==> src/rtl/dmem_arbiter_pkg.sv <==
// Shared types and constants for the data-memory arbiter: FSM state encoding,
// memory geometry and requester indices.
package dmem_pkg;

    typedef enum logic [1:0] {
        IDLE   = 2'd0,
        ACCESS = 2'd1,
        RESP   = 2'd2
    } state_t;

    localparam int MEM_WORDS  = 256;
    localparam int WORD_IDX_W = $clog2(MEM_WORDS);

    localparam int REQ_CPU = 0;
    localparam int REQ_DBG = 1;

endpackage

==> src/rtl/dmem_arbiter_rr_arb2.sv <==
// Two-input round-robin picker: one-hot grant, the requester that did not win last time has priority.
// Latency: combinational. Backpressure: none; the parent updates 'last' on accept.
module rr_arb2
    import dmem_pkg::*;
(
    input  logic [1:0] req,
    input  logic       last,
    output logic [1:0] grant
);

    // last=1 means the debug port won the previous contended round.
    always_comb begin
        grant          = 2'b00;
        grant[REQ_CPU] = req[REQ_CPU] & (~req[REQ_DBG] | last);
        grant[REQ_DBG] = req[REQ_DBG] & (~req[REQ_CPU] | ~last);
    end

endmodule

==> src/rtl/dmem_arbiter.sv <==
// Two-requester round-robin sequencer in front of the data memory; optional DMEM_ARB_BOUNDS_CHECK_EN.
// Latency: accept at edge N, one-cycle memory access, response valid after edge N+1.
// Backpressure: one transaction in flight; req_ready low until the owner takes the response.
module dmem_arbiter #(
    parameter int DATA_W    = 32,
    parameter int ADDR_W    = 32,
    parameter int MEM_WORDS = dmem_pkg::MEM_WORDS
) (
    input  logic                  clk,
    input  logic                  rst,
    input  logic [1:0]            req_valid,
    output logic [1:0]            req_ready,
    input  logic [1:0]            req_we,
    input  logic [2*ADDR_W-1:0]   req_addr,
    input  logic [2*DATA_W-1:0]   req_wdata,
    output logic [1:0]            rsp_valid,
    input  logic [1:0]            rsp_ready,
    output logic [DATA_W-1:0]     rsp_data,
    output logic                  rsp_err,
    output logic                  mem_read,
    output logic                  mem_write,
    output logic [ADDR_W-1:0]     mem_addr,
    output logic [DATA_W-1:0]     mem_wdata,
    input  logic [DATA_W-1:0]     mem_rdata
);
    import dmem_pkg::*;

    if ((1 << $clog2(MEM_WORDS)) != MEM_WORDS) begin : g_bad_depth
        $error("MEM_WORDS must be a power of two");
    end
    if (ADDR_W <= $clog2(MEM_WORDS) + 2) begin : g_bad_addr_w
        $error("ADDR_W too narrow for MEM_WORDS");
    end

    state_t              state;
    logic                last_grant;
    logic                grant_q;
    logic                we_q;
    logic [1:0]          grant;
    logic                sel;
    logic                accept;
    logic                sel_we;
    logic [ADDR_W-1:0]   sel_addr;
    logic [DATA_W-1:0]   sel_wdata;

    rr_arb2 u_rr_arb2 (
        .req   (req_valid),
        .last  (last_grant),
        .grant (grant)
    );

    assign sel       = grant[REQ_DBG];
    assign sel_we    = sel ? req_we[REQ_DBG] : req_we[REQ_CPU];
    assign sel_addr  = sel ? req_addr[2*ADDR_W-1:ADDR_W]   : req_addr[ADDR_W-1:0];
    assign sel_wdata = sel ? req_wdata[2*DATA_W-1:DATA_W] : req_wdata[DATA_W-1:0];

    // Gated by rst so nothing looks acceptable while reset is held.
    assign req_ready = (state == IDLE && !rst) ? grant : 2'b00;
    assign accept    = |(req_valid & req_ready);

`ifdef DMEM_ARB_BOUNDS_CHECK_EN
    localparam int IDX_W = $clog2(MEM_WORDS);
    logic bad_addr;
    logic err_q;

    assign bad_addr = (|sel_addr[1:0]) | (|sel_addr[ADDR_W-1:IDX_W+2]);
    assign rsp_err  = err_q;
`else
    assign rsp_err  = 1'b0;
`endif

    // Strobes are flops set only for the ACCESS cycle, so async reset kills a store at once.
    always_ff @(posedge clk or posedge rst) begin
        if (rst) begin
            state      <= IDLE;
            last_grant <= 1'b1;
            grant_q    <= 1'b0;
            we_q       <= 1'b0;
            mem_addr   <= '0;
            mem_wdata  <= '0;
            mem_read   <= 1'b0;
            mem_write  <= 1'b0;
            rsp_valid  <= 2'b00;
            rsp_data   <= '0;
`ifdef DMEM_ARB_BOUNDS_CHECK_EN
            err_q      <= 1'b0;
`endif
        end else begin
            case (state)
                IDLE: begin
                    if (accept) begin
                        grant_q    <= sel;
                        last_grant <= sel;
                        we_q       <= sel_we;
                        mem_addr   <= sel_addr;
                        mem_wdata  <= sel_wdata;
`ifdef DMEM_ARB_BOUNDS_CHECK_EN
                        if (bad_addr) begin
                            state     <= RESP;
                            rsp_valid <= grant;
                            rsp_data  <= '0;
                            err_q     <= 1'b1;
                        end else begin
                            state     <= ACCESS;
                            mem_read  <= ~sel_we;
                            mem_write <= sel_we;
                            err_q     <= 1'b0;
                        end
`else
                        state     <= ACCESS;
                        mem_read  <= ~sel_we;
                        mem_write <= sel_we;
`endif
                    end
                end
                ACCESS: begin
                    mem_read  <= 1'b0;
                    mem_write <= 1'b0;
                    rsp_data  <= we_q ? '0 : mem_rdata;
                    rsp_valid <= grant_q ? 2'b10 : 2'b01;
                    state     <= RESP;
                end
                RESP: begin
                    if (rsp_ready[grant_q]) begin
                        rsp_valid <= 2'b00;
                        state     <= IDLE;
                    end
                end
                default: begin
                    state <= IDLE;
                end
            endcase
        end
    end

endmodule

==> config.mk <==
export PLATFORM = sky130hd
export DESIGN_NAME = dmem_arbiter
export DESIGN_NICKNAME = d
export VERILOG_FILES = /design/src/rtl/dmem_arbiter_pkg.sv /design/src/rtl/dmem_arbiter_rr_arb2.sv /design/src/rtl/dmem_arbiter.sv
export SDC_FILE = /design/constraint.sdc
export NUM_CORES = 1
export LEC_CHECK = 0
export CORE_MARGIN = 4
export CORE_UTILIZATION = 43
export DETAILED_ROUTE_END_ITERATION = 7
export GPL_TIMING_DRIVEN = 0
export PLACE_DENSITY = 0.86
export SLEW_MARGIN = 20
export SYNTH_ARGS = -nofsm -noshare
export SYNTH_HDL_FRONTEND = slang
export SYNTH_SLANG_ARGS = --single-unit
export TNS_END_PERCENT = 30
==> constraint.sdc <==
create_clock -name clk -period 9.33 [get_ports clk]
set_input_delay 1.866 -clock clk [delete_from_list [all_inputs] [get_ports clk]]
set_output_delay 1.866 -clock clk [all_outputs]
set_load 0.05 [all_outputs]
### Met1 routing, run 1

Bar = 20 um. Supply wires on this layer in gray.
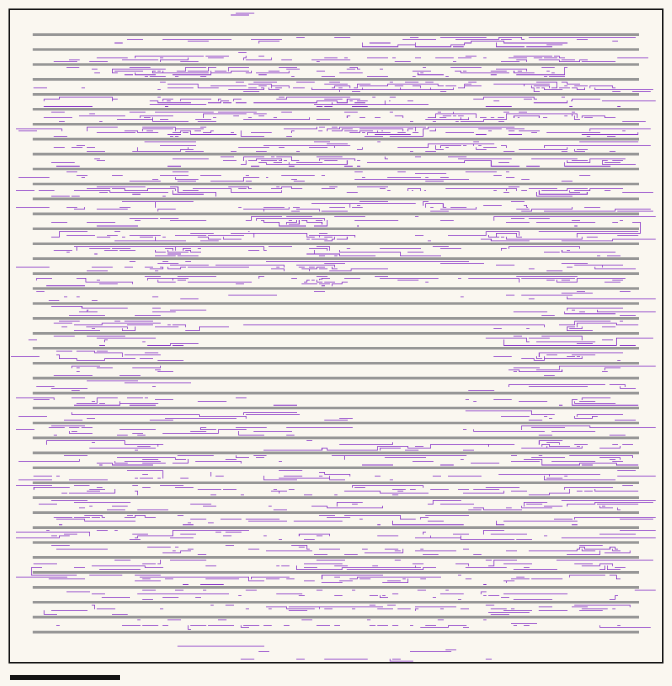
wire length on this layer: 5700 um
main direction: horizontal
share of all routed wire: 38%
nets with wire on the layer: 734
overall routed net length: 15.2 mm
total vias in the final route: 4136

### M2 wires, run 1

Cells faint in the background.
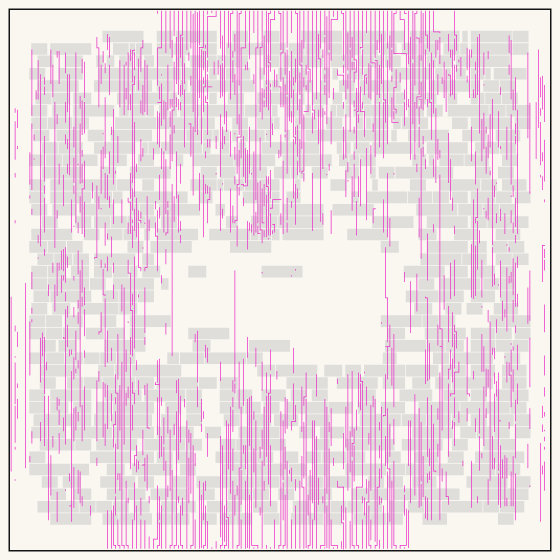
share of all routed wire: 51%
main direction: vertical

==> design notes, run 1 <==
The flow ran to the end, and the final reports show no timing, DRC or antenna violations. DRC violation count after routing: 0. After synthesis, the most frequently instantiated cells are sky130_fd_sc_hd__dfrtp_1, sky130_fd_sc_hd__mux2_4, sky130_fd_sc_hd__mux2_2, sky130_fd_sc_hd__nand2_1, sky130_fd_sc_hd__nand2b_1.

The combinational share of power is 59.5%, and the overall overflow remaining after global route is 0. The number of pins exceeding their max-slew limit in the final report is 0. For this run the detailed placement stage logged an HPWL of 12.1 mm. In this run the VDD rail shows a maximum IR drop of 0.229 mV.

For this block, the initial DRC count from the detailed router was 174. Summing every instance area after synthesis gives 5270 um^2. Warnings raised by the tools during the run amount to 26.

In this run the mean area of a mapped cell was 13.4 um^2. The cell count of the worst reg-to-reg path came out at 5. The chip occupies 14100 um^2. Summing all placed instances gives a cell area of 8180 um^2. The startpoint of the most critical hold path is rsp_data[23]. Of the total synthesized cell area, the portion taken by AND-OR and OR-AND cells is 4.82%. Yosys reports the multiplexer fraction of the synthesized area as 32.1%. Grouping non-sequential cells by family puts the most area in multiplexers. During I/O placement, the number of pins put on the boundary was 271. The data arrival time of the critical path came out at 4000 ps. The largest fanout on the critical path is 10, and the headroom to the max-slew limit is 63.2%.

Summing all flip-flop and latch instances after layout gives 2630 um^2. Setup slack on the critical path of the routed design comes to 3460 ps. Cell class ranked first by area: buffers. The slowest cell on the critical path is sky130_fd_sc_hd__clkdlybuf4s50_1. The share of final layout cell area taken by clock buffers and inverters is 3.57%.

Between the synthesized netlist and the finished layout, the area growth was recorded as 60.9%. TritonCTS built the clock tree. The number of cells in the yosys synthesis report came out at 393. The synthesis report lists the most area-consuming cells as sky130_fd_sc_hd__dfrtp_1, sky130_fd_sc_hd__mux2_4, sky130_fd_sc_hd__mux2_2. Before placement the cells fill 43.9% of the core. Per the synthesis report, the adder-cell share of the synthesized area is 0%. Multi-input gates account for 28.4% of the area. The run gives 6 for the cell count along the critical path. Leaving out fill and tap cells, the most frequent cells in the layout are sky130_fd_sc_hd__clkdlybuf4s50_1, sky130_fd_sc_hd__dfrtp_1, sky130_fd_sc_hd__mux2_4. For the worst reg-to-reg path, the endpoint reported by OpenROAD is mem_wdata[20]. For hold timing, the worst endpoint is rsp_data[23]. The multi-input combinational cells in the finished layout cover a total of 2410 um^2. With the clock edge transition at the registers on the reported setup and hold paths at 60 ps, the non-clock buffer total of the final layout is 297. After layout, the inverter instance count without clock inverters stands at 2. The flop share of the area came out at 31.0%. For this run, the total global-route usage over all layers was measured as 21.7%. The report lists the power per cell area as 339 nW/um^2. Sequential cells were found to cover 49.9% of the synthesized design area.

The stat command in Yosys gives a chip area of 5270 um^2. After routing the design area is 8480 um^2.
### M3 wires, run 1

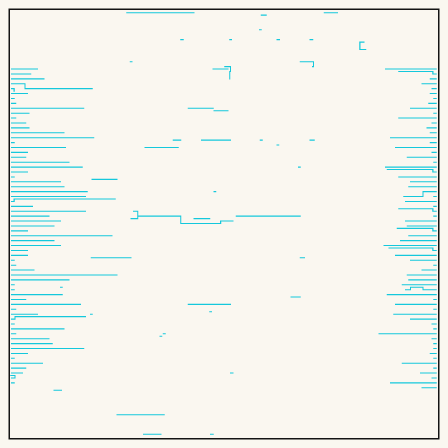
nets with wire on the layer: 152
longest straight run: 29.2 um
met3 capacity usage during global routing: 6.84%

### M4 wires, run 1

Bar = 20 um. Supply wires on this layer in gray.
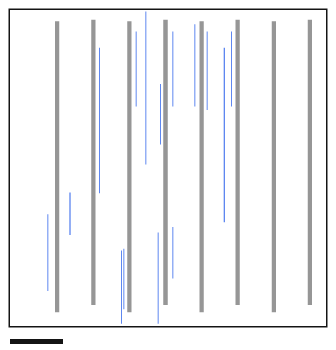
main direction: vertical
longest straight run: 65.3 um
nets with wire on the layer: 13
wire length on this layer: 490 um

## run 1: power by group through the flow
stage          registers (uW)  logic, uW  clock network (uW)
6_report                  779       1710                 387
5_1_grt                   808       1780                 416
4_1_cts                   781       1730                 398
3_5_place_dp              787       1720                   0
3_3_place_gp              771       1690                   0
2_1_floorplan            1450        461                   0
## run 1: metal layers
metal / global-route usage (%) / wire (um) / vias to the layer above / part of all wire [%]
li1: - / - / 1920 / -
met3: 6.84 / 1220 / 34 / 8.1
met2: 37.9 / 7740 / 182 / 51
met5: 0 / 0 / - / 0
met4: 9.92 / 489 / 0 / 3.2
met1: 23.9 / 5700 / 2000 / 38
--- run 2 (diff from run 1) ---
--- a/config.mk
+++ b/config.mk
@@ -6,10 +6,10 @@
 export NUM_CORES = 1
 export LEC_CHECK = 0
 export CORE_MARGIN = 4
-export CORE_UTILIZATION = 43
+export CORE_UTILIZATION = 40
 export DETAILED_ROUTE_END_ITERATION = 7
 export GPL_TIMING_DRIVEN = 0
-export PLACE_DENSITY = 0.86
+export PLACE_DENSITY = 0.81
 export SLEW_MARGIN = 20
 export SYNTH_ARGS = -nofsm -noshare
 export SYNTH_HDL_FRONTEND = slang
==> constraint.sdc (replaced) <==
create_clock -name clk -period 5.9 [get_ports clk]
set_input_delay 1.18 -clock clk [delete_from_list [all_inputs] [get_ports clk]]
set_output_delay 1.18 -clock clk [all_outputs]
set_load 0.05 [all_outputs]
==> run 2 against run 1 <==
Effect of this change:
- sequential share of layout area is essentially flat
- worst hold slack improved by 3.8 ps
- setup slack worse by 2100 ps
- power rose by 56%
- clock skew decreased by 3.9 ps
- via count down 0.36%
- combinational power up 58%
- synthesized area did not move
- cell count is 3.0% higher
- sequential power grew 57%
- first-iteration DRC count increased by 15%
- non-clock buffer count did not move
- largest cell class unchanged
- largest power group unchanged
==> design notes, run 2 <==
The flow ran to the end, and the final reports show no timing, DRC or antenna violations. The run gives 8490 um^2 (+0.12%) as the post-route cell area. The worst supply voltage drop on vdd came out at 0.252 mV (+9.9%). The startpoint of the most critical hold path is rsp_data[17]. In the post-synthesis netlist, the biggest area contributors are sky130_fd_sc_hd__dfrtp_1, sky130_fd_sc_hd__mux2_4, sky130_fd_sc_hd__mux2_2. Looking at the hold checks, the worst path lands on rsp_data[17].

With the number of pins exceeding their max-slew limit in the final report at 0 (unchanged), the standard cell area after detailed placement is 8210 um^2 (+0.38%). The met2 routed wirelength was 8.02 mm (+3.6%); the buffer and inverter count on the worst path was 4. For reference, the top cells by count after synthesis are sky130_fd_sc_hd__dfrtp_1, sky130_fd_sc_hd__mux2_4, sky130_fd_sc_hd__mux2_2, sky130_fd_sc_hd__nand2_1, sky130_fd_sc_hd__nand2b_1. The power density over the cells came out at 529 nW/um^2 (+56%). Placer congestion estimate: 0.759. With the via count at 4121 (-0.36%), the DRC violation count after routing is 0 (unchanged).

The run gives 4.82% (unchanged) for the synthesized-area fraction occupied by ao, oa, aoi and oai cells. The uppermost signal routing layer after detailed routing was met4. The headroom to the max-slew limit is 61.8% (-1.4 points).

For the proportion of synthesized chip area in sequential cells, the log shows 49.9% (unchanged). The run gives 0% (unchanged) for the area share of fa/ha/maj cells after synthesis. Average cell area after synthesis: 13.4 um^2 (unchanged). With the die outline area at 15100 um^2 (+7.0%), the cell count of the worst reg-to-reg path is 5 (unchanged). Category of cells accounting for the largest share of critical-path delay: buffers and inverters. The total routed wirelength was 15.2 mm (+0.32%); the maximum root-to-sink buffer count was 2. Yosys shows that the main logic family after synthesis is multiplexers. In the layout the commonest cells are sky130_fd_sc_hd__clkdlybuf4s50_1, sky130_fd_sc_hd__dfrtp_1, sky130_fd_sc_hd__mux2_4. The HPWL after detailed placement is 12.1 mm (+0.16%). The run gives 1340 ps (-2120 ps) for the final critical-path setup slack. The slowest cell on the critical path is sky130_fd_sc_hd__clkdlybuf4s50_1. For reference, the critical path cell chain is clkdlybuf4s50_1 -> a21boi_2 -> buf_6 -> buf_6 -> and2_1 -> clkdlybuf4s50_1.

The clock edge transition at the registers on the reported setup and hold paths was 70 ps (about the same). The count of cells in the finished layout, fillers not included, comes to 851. The logs give 5270 um^2 (unchanged) for the netlist area before placement and 393 (unchanged) for the number of cells in the yosys synthesis report. In this run the layout overhead on the synthesized area is reported as 61.1%.

The total tool warning count works out to 26 (unchanged). With the largest fanout on the critical path at 10 (unchanged), the H-tree level count is 3. The run gives 41.3% (-2.6 points) for the floorplan utilization. For this run, the top clock speed supported by timing is 219 MHz.

For the worst reg-to-reg path, the endpoint reported by OpenROAD is mem_addr[0]. The cell count along the critical path is 6 (unchanged). The run gives 32.1% (unchanged) for the multiplexer share of the synthesized area. TritonCTS built the clock tree. The wire length the detailed router placed on met1 was 5.70 mm (about the same). The tools report the number of placed I/O pins as 271 (unchanged). Before CTS, the worst setup slack after placement is 1320 ps.

The wire length on met3 came out at 1.21 mm (-0.90%). The run gives 5270 um^2 (unchanged) for the chip area line of the yosys report.
-- run 2: area by class of cell --
class / count / area, um^2
multi-input cells: 259 / 2410
clock buffers: 10 / 239
plain buffers: 27 / 226
well taps: 172 / 215
clock inverters: 6 / 42.5
repair buffers: 270 / 2720
flip-flops and latches: 105 / 2630
inverters: 2 / 12.5
fillers: 974 / 4280
-- run 2: power by group --
group | switching, uW | internal, uW
clock network | 269 | 299
registers | 183 | 1040
logic | 1610 | 1100
total | 2060 | 2440
-- run 2: layer usage --
metal | vias up | GRT usage (%)
li1 | 1923 | -
met1 | 2007 | 22.2
met2 | 171 | 35.8
met3 | 20 | 5.39
met4 | 0 | 6.86
met5 | - | 0
### Routing congestion, run 2

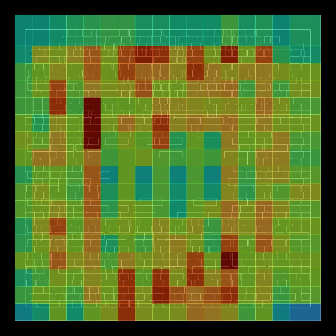
combined global-route utilization of all metal layers: 19.8%
met1 usage: 22.2%
Post-Route Utilization: 66.5%

--- run 3 (diff from run 2) ---
--- a/config.mk
+++ b/config.mk
@@ -6,10 +6,10 @@
 export NUM_CORES = 1
 export LEC_CHECK = 0
 export CORE_MARGIN = 4
-export CORE_UTILIZATION = 40
+export CORE_UTILIZATION = 36
 export DETAILED_ROUTE_END_ITERATION = 7
 export GPL_TIMING_DRIVEN = 0
-export PLACE_DENSITY = 0.81
+export PLACE_DENSITY = 0.77
 export SLEW_MARGIN = 20
 export SYNTH_ARGS = -nofsm -noshare
 export SYNTH_HDL_FRONTEND = slang
==> constraint.sdc (replaced) <==
create_clock -name clk -period 4 [get_ports clk]
set_input_delay 0.8 -clock clk [delete_from_list [all_inputs] [get_ports clk]]
set_output_delay 0.8 -clock clk [all_outputs]
set_load 0.05 [all_outputs]
==> run 3 against run 2 <==
Effect of this change:
- global-route usage fell by 2.4 points
- clock skew grew 3.1 ps
- critical path depth unchanged
- sequential share of layout area decreased by 0.12 points
==> design notes, run 3 <==
The flow ran to the end, and the final reports show no timing, DRC or antenna violations. The cell count along the critical path was 6 (unchanged); the DRC violation count after routing was 0 (unchanged). With the multiplexer share of the synthesized area at 32.1% (unchanged), the sequential power is 1810 uW (+48%). The fraction of power spent switching nets works out to 45.3% (-0.44 points). Number of cells in the yosys synthesis report: 393 (unchanged). Cell internal power dissipation: 3660 uW (+50%).

Yosys shows that the main logic family after synthesis is multiplexers. The largest fanout on the critical path works out to 10 (unchanged). In this run the critical path is formed by clkdlybuf4s50_1 -> a21boi_2 -> buf_6 -> buf_6 -> and2_1 -> clkdlybuf4s50_1. The root buffer cell chosen for the clock tree is sky130_fd_sc_hd__clkbuf_16.

The run gives 6.64% (+1.3 points) for the met3 usage in global routing. The power density over the cells came out at 785 nW/um^2 (+48%). The tools report the net switching power as 3040 uW (+48%).

The average cell area after synthesis is 13.4 um^2 (unchanged). The netlist area before placement is 5270 um^2 (unchanged). The tools report the floorplan utilization as 37.4% (-3.9 points). The run gives 5.61 mm (-1.4%) for the wire length the detailed router placed on met1. The uppermost signal routing layer after detailed routing was met4. The power in combinational cells is 3990 uW (+48%). The worst setup path is launched from a primary input. The via count is 4077 (-1.1%). The tools report the headroom to the max-slew limit as 62.3% (+0.45 points). Looking at the reg2reg group, the worst path ends at mem_wdata[14]. Counting the warning lines in the Yosys log gives 0. For hold timing, the worst endpoint is rsp_data[22]. The largest total area in the synthesized netlist belongs to sky130_fd_sc_hd__dfrtp_1.

With the buffer and inverter count on the worst path at 4 (unchanged), the horizontal extent of the die is 129 um. The number of buffers inserted by post-CTS setup repair was 0; the total tool warning count was 26 (unchanged). The tools report the proportion of power drawn by flip-flops and latches as 27.0% (-0.2 points).

Yosys reports that the most numerous cell types are sky130_fd_sc_hd__dfrtp_1, sky130_fd_sc_hd__mux2_4, sky130_fd_sc_hd__mux2_2, sky130_fd_sc_hd__nand2_1, sky130_fd_sc_hd__nand2b_1. The power drawn by the clock network was 904 uW (+59%); the total routing usage reported by global routing was 17.3% (-2.4 points). For the standard cell area after detailed placement, the log shows 8220 um^2 (+0.12%). The number of standard cells in the layout, taps in and fillers out was 859 (+0.94%); the worst slack after detailed placement was 124 ps (-1200 ps). Yosys reported a register bit count of 105. Proportion of synthesized chip area in sequential cells: 49.9% (unchanged). Met2 routed wirelength: 7.72 mm (-3.8%). With the maximum root-to-sink buffer count at 2 (unchanged), the post-route cell area is 8530 um^2 (+0.40%). The global-route met1 utilization is 19.4% (-2.8 points), and the maximum cell stage delay along the critical path is 830 ps. The slowest cell on the critical path was sky130_fd_sc_hd__clkdlybuf4s50_1.

The later pin in the worst-skew pair is clocked with a latency of 350 ps. With the initial antenna violation count at 0, the number of pins exceeding their max-slew limit in the final report is 0 (unchanged). In the layout the commonest cells are sky130_fd_sc_hd__clkdlybuf4s50_1, sky130_fd_sc_hd__dfrtp_1, sky130_fd_sc_hd__mux2_4.

Port buffering added 269 buffers. Part of the total power dissipated in the clock network: 13.5% (+0.9 points). The area share of fa/ha/maj cells after synthesis works out to 0% (unchanged). For this block, the initial DRC count from the detailed router was 177. The placer congestion estimate is 0.793 (+4.5%). End point of the critical path: req_ready[1]. After global routing, the most crowded layer is met2.

The multi-input logic area is 2410 um^2 (unchanged). The combinational share of power came out at 59.5% (-0.7 points). TritonCTS built the clock tree.

Ranked by power, first place goes to combinational cells. The class of the most critical hold timing path was flop to flop. The run gives 4.82% (unchanged) for the synthesized-area fraction occupied by ao, oa, aoi and oai cells. The run gives 16600 um^2 (+10%) as the die outline area. The run gives 1.28 mm (+6.0%) for the wire length on met3.

The cell count of the worst reg-to-reg path is 5 (unchanged). The worst hold path begins at rsp_data[22]. The kind of cell with the highest combined delay along the critical path is buffers and inverters. The logs give 271 (unchanged) for the number of placed I/O pins and 1163 (+19%) for the layout filler cell count. The met2 global-route usage came out at 30.3% (-5.5 points). The repair_antennas step left the layout with diodes totalling 0. The final critical-path setup slack came out at 178 ps (-1170 ps).

The total routed wirelength was 15.0 mm (-1.5%). HPWL after detailed placement: 11.8 mm (-2.5%). The logs give 5270 um^2 (unchanged) for the chip area line of the yosys report and 3 (unchanged) for the H-tree level count.

STA classifies the critical path endpoint as an output pin. In this run, synthesis inferred 0 flip-flops with an integrated enable. The worst supply voltage drop on vdd is 0.402 mV (+60%), and the clock edge transition at the registers on the reported setup and hold paths is 70 ps (about the same). The run gives 2630 um^2 (unchanged) as the area of all sequential standard cells. The synthesis report lists the most area-consuming cells as sky130_fd_sc_hd__dfrtp_1, sky130_fd_sc_hd__mux2_4, sky130_fd_sc_hd__mux2_2. The layout overhead on the synthesized area is 61.8%. The startpoint identified for the worst register-to-register timing path is last_grant.

For this run, the top clock speed supported by timing is 262 MHz.
## run 3: final cells by class
type | instances | share of cell area [%]
clock inverter | 6 | 0.778
tap | 180 | 2.64
clock buffer | 10 | 2.80
buffer | 27 | 2.66
inverter | 2 | 0.147
multi-input combinational | 259 | 28.2
timing repair buffer | 270 | 31.9
sequential | 105 | 30.8
## run 3: stage by stage
step	utilization, %	total power [uW]
floorplan	-	4450
global placement	58.1	5760
detailed placement	58.3	5840
CTS	60.5	6780
global route	60.5	7000
finish	60.5	6700
## run 3: tightest hold or removal path: cells and delay by family, from the launching register on
family / cells / cell delay, ps
and+or+nand+nor: 1 / 40
AOI/OAI and AO/OA: 1 / 60
DFF: 1 / 340
### M3 wires, run 3

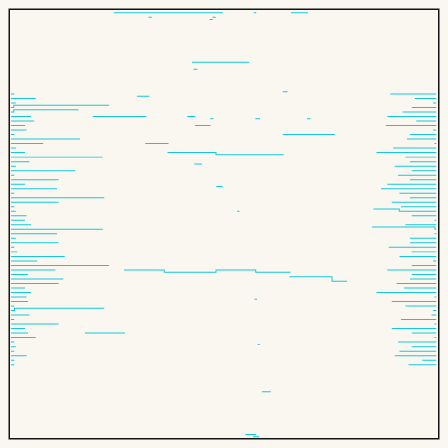
wire length on this layer: 1280 um
main direction: horizontal

No activity file was given, so power comes from the tool's default toggle rates.
